Figure 1. The metal 4 layer.
(3 px per um) Supply wires on this layer in grey.
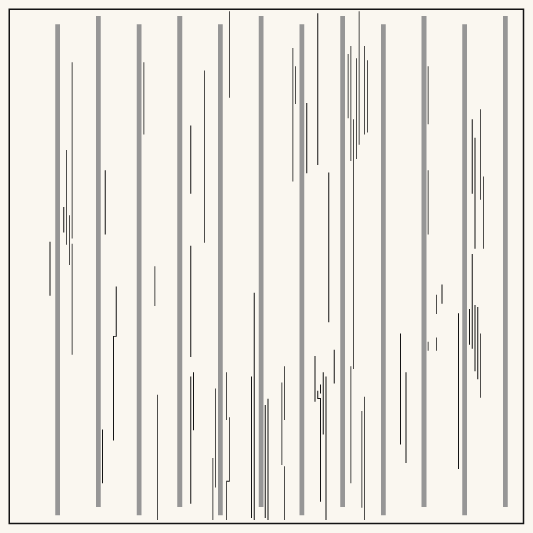
Figure 2. Congestion heat map.
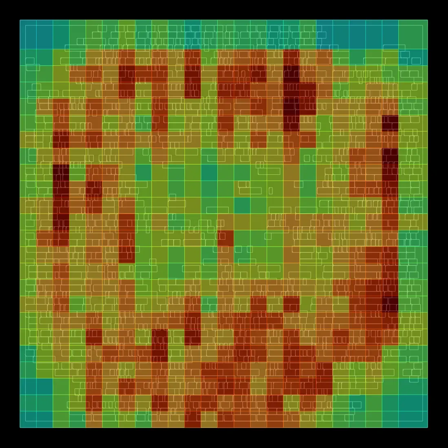
**config.mk**
```make
export PLATFORM = sky130hd
export DESIGN_NAME = axi_lite_reg_bank
export DESIGN_NICKNAME = d
export VERILOG_FILES = /design/src/rtl/axi_lite_reg_bank.sv
export SDC_FILE = /design/constraint.sdc
export NUM_CORES = 1
export LEC_CHECK = 0
export CAP_MARGIN = 5
export CORE_MARGIN = 2
export CORE_UTILIZATION = 45
export DETAILED_ROUTE_END_ITERATION = 8
export PLACE_DENSITY = 0.81
export SLEW_MARGIN = 20
export SYNTH_ARGS = -nofsm -noshare
export SYNTH_HDL_FRONTEND = slang
export SYNTH_SLANG_ARGS = --single-unit
```
**constraint.sdc**
```tcl
create_clock -name clk -period 2.6 [get_ports clk]
set_input_delay 0.52 -clock clk [delete_from_list [all_inputs] [get_ports clk]]
set_output_delay 0.52 -clock clk [all_outputs]
set_load 0.005 [all_outputs]
```
**src/rtl/axi_lite_reg_bank.sv**
```systemverilog
// AXI4-Lite register bank: NUM_RO read-only words sourced from roIn, followed by read/write words.
// Define REG_BANK_WSTRB_EN to honour wstrb byte lanes; by default every write replaces the full word.
module axi_lite_reg_bank #(
    parameter int unsigned           DATA_WIDTH = 32,
    parameter int unsigned           ADDR_WIDTH = 8,
    parameter int unsigned           NUM_REGS   = 8,
    parameter int unsigned           NUM_RO     = 2,
    parameter logic [DATA_WIDTH-1:0] RW_RESET   = '0
) (
    input  logic                                     clk,
    input  logic                                     rstN,
    input  logic [ADDR_WIDTH-1:0]                    awaddr,
    input  logic                                     awvalid,
    output logic                                     awready,
    input  logic [DATA_WIDTH-1:0]                    wdata,
    input  logic [DATA_WIDTH/8-1:0]                  wstrb,
    input  logic                                     wvalid,
    output logic                                     wready,
    output logic [1:0]                               bresp,
    output logic                                     bvalid,
    input  logic                                     bready,
    input  logic [ADDR_WIDTH-1:0]                    araddr,
    input  logic                                     arvalid,
    output logic                                     arready,
    output logic [DATA_WIDTH-1:0]                    rdata,
    output logic [1:0]                               rresp,
    output logic                                     rvalid,
    input  logic                                     rready,
    input  logic [NUM_RO*DATA_WIDTH-1:0]             roIn,
    output logic [(NUM_REGS-NUM_RO)*DATA_WIDTH-1:0]  rwOut,
    output logic [NUM_REGS-NUM_RO-1:0]               wrPulse
);
    localparam int unsigned STRB_W   = DATA_WIDTH / 8;
    localparam int unsigned ADDR_LSB = $clog2(STRB_W);
    localparam int unsigned NUM_RW   = NUM_REGS - NUM_RO;
    localparam int unsigned IDX_W    = ADDR_WIDTH - ADDR_LSB;
    localparam logic [1:0]  RESP_OKAY   = 2'b00;
    localparam logic [1:0]  RESP_SLVERR = 2'b10;
    localparam logic [1:0]  RESP_DECERR = 2'b11;

    typedef enum logic {W_IDLE, W_RESP} w_state_e;
    typedef enum logic {R_IDLE, R_DATA} r_state_e;

    w_state_e                w_state_q, w_state_d;
    r_state_e                r_state_q, r_state_d;
    logic                    ready_en_q;
    logic                    aw_got_q, aw_got_d, w_got_q, w_got_d;
    logic [ADDR_WIDTH-1:0]   awaddr_q, awaddr_d;
    logic [DATA_WIDTH-1:0]   wdata_q, wdata_d;
    logic [STRB_W-1:0]       wstrb_q, wstrb_d;
    logic [1:0]              bresp_q, bresp_d;
    logic [NUM_RW-1:0]       wr_pulse_q, wr_pulse_d;
    logic [DATA_WIDTH-1:0]   rw_q [NUM_RW];
    logic [DATA_WIDTH-1:0]   rw_d [NUM_RW];
    logic [DATA_WIDTH-1:0]   rdata_q, rdata_d;
    logic [1:0]              rresp_q, rresp_d;

    logic                    aw_hs, w_hs, ar_hs;
    logic [ADDR_WIDTH-1:0]   wr_addr;
    logic [DATA_WIDTH-1:0]   wr_data;
    logic [STRB_W-1:0]       wr_strb;
    logic [IDX_W-1:0]        wr_idx, rd_idx;

    // Handshake rule: a beat transfers on a rising edge where valid and ready are both high.
    assign awready = ready_en_q && (w_state_q == W_IDLE) && !aw_got_q;
    assign wready  = ready_en_q && (w_state_q == W_IDLE) && !w_got_q;
    assign arready = ready_en_q && (r_state_q == R_IDLE);
    assign bvalid  = (w_state_q == W_RESP);
    assign rvalid  = (r_state_q == R_DATA);
    assign bresp   = bresp_q;
    assign rdata   = rdata_q;
    assign rresp   = rresp_q;
    assign wrPulse = wr_pulse_q;

    assign aw_hs   = awvalid && awready;
    assign w_hs    = wvalid && wready;
    assign ar_hs   = arvalid && arready;

    // A channel captured in an earlier cycle wins over the live bus value.
    assign wr_addr = aw_got_q ? awaddr_q : awaddr;
    assign wr_data = w_got_q ? wdata_q : wdata;
    assign wr_strb = w_got_q ? wstrb_q : wstrb;
    assign wr_idx  = wr_addr[ADDR_WIDTH-1:ADDR_LSB];
    assign rd_idx  = araddr[ADDR_WIDTH-1:ADDR_LSB];

    logic unused_addr_bits;
    assign unused_addr_bits = ^{wr_addr[ADDR_LSB-1:0], araddr[ADDR_LSB-1:0]};
`ifndef REG_BANK_WSTRB_EN
    logic unused_strb;
    assign unused_strb = ^wr_strb;
`endif

    always_comb begin
        w_state_d  = w_state_q;
        aw_got_d   = aw_got_q;
        w_got_d    = w_got_q;
        awaddr_d   = awaddr_q;
        wdata_d    = wdata_q;
        wstrb_d    = wstrb_q;
        bresp_d    = bresp_q;
        wr_pulse_d = '0;
        rw_d       = rw_q;
        case (w_state_q)
            W_IDLE: begin
                if (aw_hs) begin
                    aw_got_d = 1'b1;
                    awaddr_d = awaddr;
                end
                if (w_hs) begin
                    w_got_d = 1'b1;
                    wdata_d = wdata;
                    wstrb_d = wstrb;
                end
                if ((aw_got_q || aw_hs) && (w_got_q || w_hs)) begin
                    w_state_d = W_RESP;
                    if (32'(wr_idx) < NUM_RO) begin
                        bresp_d = RESP_SLVERR;
                    end else if (32'(wr_idx) >= NUM_REGS) begin
                        bresp_d = RESP_DECERR;
                    end else begin
                        bresp_d = RESP_OKAY;
                        for (int unsigned j = 0; j < NUM_RW; j++) begin
                            if (32'(wr_idx) == NUM_RO + j) begin
                                wr_pulse_d[j] = 1'b1;
`ifdef REG_BANK_WSTRB_EN
                                for (int unsigned k = 0; k < STRB_W; k++) begin
                                    if (wr_strb[k]) rw_d[j][8*k +: 8] = wr_data[8*k +: 8];
                                end
`else
                                rw_d[j] = wr_data;
`endif
                            end
                        end
                    end
                end
            end
            W_RESP: begin
                if (bready) begin
                    w_state_d = W_IDLE;
                    aw_got_d  = 1'b0;
                    w_got_d   = 1'b0;
                end
            end
            default: w_state_d = W_IDLE;
        endcase
    end

    // Read data is frozen at the accept edge, so roIn may change while rvalid waits.
    always_comb begin
        r_state_d = r_state_q;
        rdata_d   = rdata_q;
        rresp_d   = rresp_q;
        case (r_state_q)
            R_IDLE: begin
                if (ar_hs) begin
                    r_state_d = R_DATA;
                    rdata_d   = '0;
                    rresp_d   = RESP_DECERR;
                    for (int unsigned i = 0; i < NUM_RO; i++) begin
                        if (32'(rd_idx) == i) begin
                            rdata_d = roIn[i*DATA_WIDTH +: DATA_WIDTH];
                            rresp_d = RESP_OKAY;
                        end
                    end
                    for (int unsigned j = 0; j < NUM_RW; j++) begin
                        if (32'(rd_idx) == NUM_RO + j) begin
                            rdata_d = rw_q[j];
                            rresp_d = RESP_OKAY;
                        end
                    end
                end
            end
            R_DATA: begin
                if (rready) r_state_d = R_IDLE;
            end
            default: r_state_d = R_IDLE;
        endcase
    end

    always_ff @(posedge clk or negedge rstN) begin
        if (!rstN) begin
            w_state_q  <= W_IDLE;
            r_state_q  <= R_IDLE;
            ready_en_q <= 1'b0;
            aw_got_q   <= 1'b0;
            w_got_q    <= 1'b0;
            awaddr_q   <= '0;
            wdata_q    <= '0;
            wstrb_q    <= '0;
            bresp_q    <= RESP_OKAY;
            wr_pulse_q <= '0;
            rdata_q    <= '0;
            rresp_q    <= RESP_OKAY;
            for (int unsigned j = 0; j < NUM_RW; j++) rw_q[j] <= RW_RESET;
        end else begin
            w_state_q  <= w_state_d;
            r_state_q  <= r_state_d;
            ready_en_q <= 1'b1;
            aw_got_q   <= aw_got_d;
            w_got_q    <= w_got_d;
            awaddr_q   <= awaddr_d;
            wdata_q    <= wdata_d;
            wstrb_q    <= wstrb_d;
            bresp_q    <= bresp_d;
            wr_pulse_q <= wr_pulse_d;
            rdata_q    <= rdata_d;
            rresp_q    <= rresp_d;
            rw_q       <= rw_d;
        end
    end

    for (genvar g = 0; g < NUM_RW; g++) begin : g_rw_out
        assign rwOut[g*DATA_WIDTH +: DATA_WIDTH] = rw_q[g];
    end
endmodule

```
==> flow_summary.toml <==
# yosys + openroad results
[status]
status = "complete, no violations"

[die]
die_h_um = 170.9
boundaryPins = 362
tapCellCount = 378
design.core.area_mm2 = 0.02763
die_area_mm2 = 0.02921
core.rowCount = 61
core_util_floorplan = 0.4537

[global_routing]
overall_global_routing_resource_usage = 0.3024
first_global_vias = 11710
grt_antenna_before_repair = 1
largest_net_degree_at_the_start_of_global_routing = 68
grt-ovfl-total = 0
grt.met3_usage = 0.09276
grt_pass1_wl_mm = 67.33

[route]
route.met3.wl_mm = 4.802
detailedRoute.firstPassIterationCount = 7
met2_wire_length_mm = 20.63
routed.top_layer = "met4"
routedLengthMet1_mm = 17.17
ant_nets = 0
drt_iter0_drc = 938
route.detailed.drc = 0

[final_timing]
fin_hold_ws_ns = 0.4900
actual_slew_at_the_worst_max_slew_pin_ns = 0.6187
timing.final.setup_violations = 0
final.setup_skew_ns = 0.009412
grt_setup_unrepaired = "no"
final-hold-violation-count = 0
timing_max_transition_violations_final = 0
clock.fmax_mhz = 404.6
timing.final.crit_share = 0.9505
worst_slack_setup_final_ns = 0.1287
timing.slew.headroom = 0.5757
period_minus_slack_ns = 2.471
totalNegativeSetupSlack_ns = 0

[clock_network]
cts_setup_buffers = 0
ctsLongestPathBuffers = 3
cts-buffers-inserted = 29
clock_tree.root_cell = "sky130_fd_sc_hd__clkbuf_16"
insertion_delay_ns = 0.54
clk_pin_slew_ns = 0.06
tritoncts_clock_tree = "done"
cts-resized-gates = 0
cts.sinks = 276

[power]
finalPower_uw = 17650
clkPwrFrac = 0.227
power-per-cell-area_mw_per_mm2 = 985.6
pwr.group.clock_uw = 4010
top_power_group = "sequential cells"
internal_power_contribution_uw = 11820
power.sequential.total_uw = 7330
power.combinational.fraction = 0.358
cellLeakagePower_uw = 0.007470
max-vdd-ir-drop_v = 0.0006192
sequentialPowerShare = 0.415
p_comb_uw = 6310

[yosys]
yosys.area_share.xor_xnor = 0
synth.ff_latch_count = 276
top_logic_kind = "AND-OR/OR-AND gates"
yosys_warnings = 0
flop_cell = "sky130_fd_sc_hd__dfrtp_1"
area_share_top_type = 0.5510
synth.top_cells.by_count = "sky130_fd_sc_hd__dfrtp_1 (276), sky130_fd_sc_hd__o21ai_0 (243), sky130_fd_sc_hd__nand2_1 (215)"
yosys-top-cells-area = "sky130_fd_sc_hd__dfrtp_1 (55%), sky130_fd_sc_hd__o21ai_0 (9.7%), sky130_fd_sc_hd__nand2_1 (6.4%), sky130_fd_sc_hd__mux2_2 (4.0%), sky130_fd_sc_hd__mux2i_1 (3.1%)"
synth_cell_type_count = 46
ys_sh_mux = 0.07876
synth_simple_gate_area_share = 0.1507
number_of_enable_type_register_cells_in_the_synthesized_netlist = 0
postSynthCellCount = 1278
syn_nets = 1401
cell_count_in_the_yosys_report = 1278
yosys.area.top_type = "sky130_fd_sc_hd__dfrtp_1"
async_flop_share = 1.000
syn_area_per_cell_um2 = 9.808
ys_sh_adder = 0
yosysSeqAreaShare = 0.5510

[worst_setup_path]
reg2reg_slack_ns = 0.14
worstSetupPathDepth = 8
worst_setup_path_end_kind = "flip-flop"
critical_path.max_stage_delay_ns = 0.59
startpoint = "awaddr[5]"
timing.critical_path.required_ns = 3.06
timing.critical_path.fanout_max = 15
r2r_start = "aw_got_q"
worstPathBufferInverterCount = 3
worst_r2r_endpoint = "rwOut[135]"
critical_path_class = "primary input to flip-flop"
critical_path.slowest_cell = "sky130_fd_sc_hd__or4_1"
endpoint = "rwOut[135]"
worst_path_dominant_cell_family = "simple AND/OR/NAND/NOR gates"
critical_path.startpoint_type = "primary input"

[placed_design]
gpl.final_weighted_congestion = 0.8496
place.detailed.hpwl_mm = 30.90
numPlacedInstances = 1980
dp_slack_ns = -0.3952
placedInstanceArea_mm2 = 0.01697

[job]
log.warning_count = 34
drv.max_cap_violation_count = 0

[layout]
seqAreaFraction = 0.3857
largest_class = "registers"
layout.clock.cell_area_share = 0.05156
largest_reg_flops = 192
regArea_mm2 = 0.006908
most-common-layout-cells = "sky130_fd_sc_hd__clkdlybuf4s50_1 (350), sky130_fd_sc_hd__dfrtp_1 (275), sky130_fd_sc_hd__o21ai_0 (243), sky130_fd_sc_hd__nand2_1 (213), sky130_fd_sc_hd__a21oi_1 (72)"
combGateArea_mm2 = 0.005207
design.seq.count = 276
fin_cells = 2036
inverters_excl_clock = 12
share_of_final_layout_standard_cells_stronger_than_drive_strength_1 = 0.1329
layout.nonclk_buf_frac = 0.2427
final_common_cell = "sky130_fd_sc_hd__clkdlybuf4s50_1"
design.final.nets = 1757
clockBufferCount = 40
comb-cell-share = 0.2908
n_all_buffers = 426
layout.comb_gates.multi_input = 889
post-route-cell-area_mm2 = 0.01791

[min_path]
worst_hold_path.endpoint = "rdata[22]"
hold_crit_depth = 2
timing.hold.worst.start = "rdata[22]"
worstHoldPathType = "flip-flop to flip-flop"
About Figure 1:
The longest straight run is 83.0 um. The layer holds 4.5% of the routed length. 47 nets have wire on it. The layer carries 2010 um of wire.
vias post-DR: 11700
total wire length: 44.61 mm

About Figure 2:
Layout Utilization: 0.6482
met2 GRT Util: 0.4908
DR WL/cell: 21.91 um
met1 GRT Util: 0.3771
routing layer with the top usage in global route: met2

Power figures rest on the tool's default switching activity, not on a simulated workload.
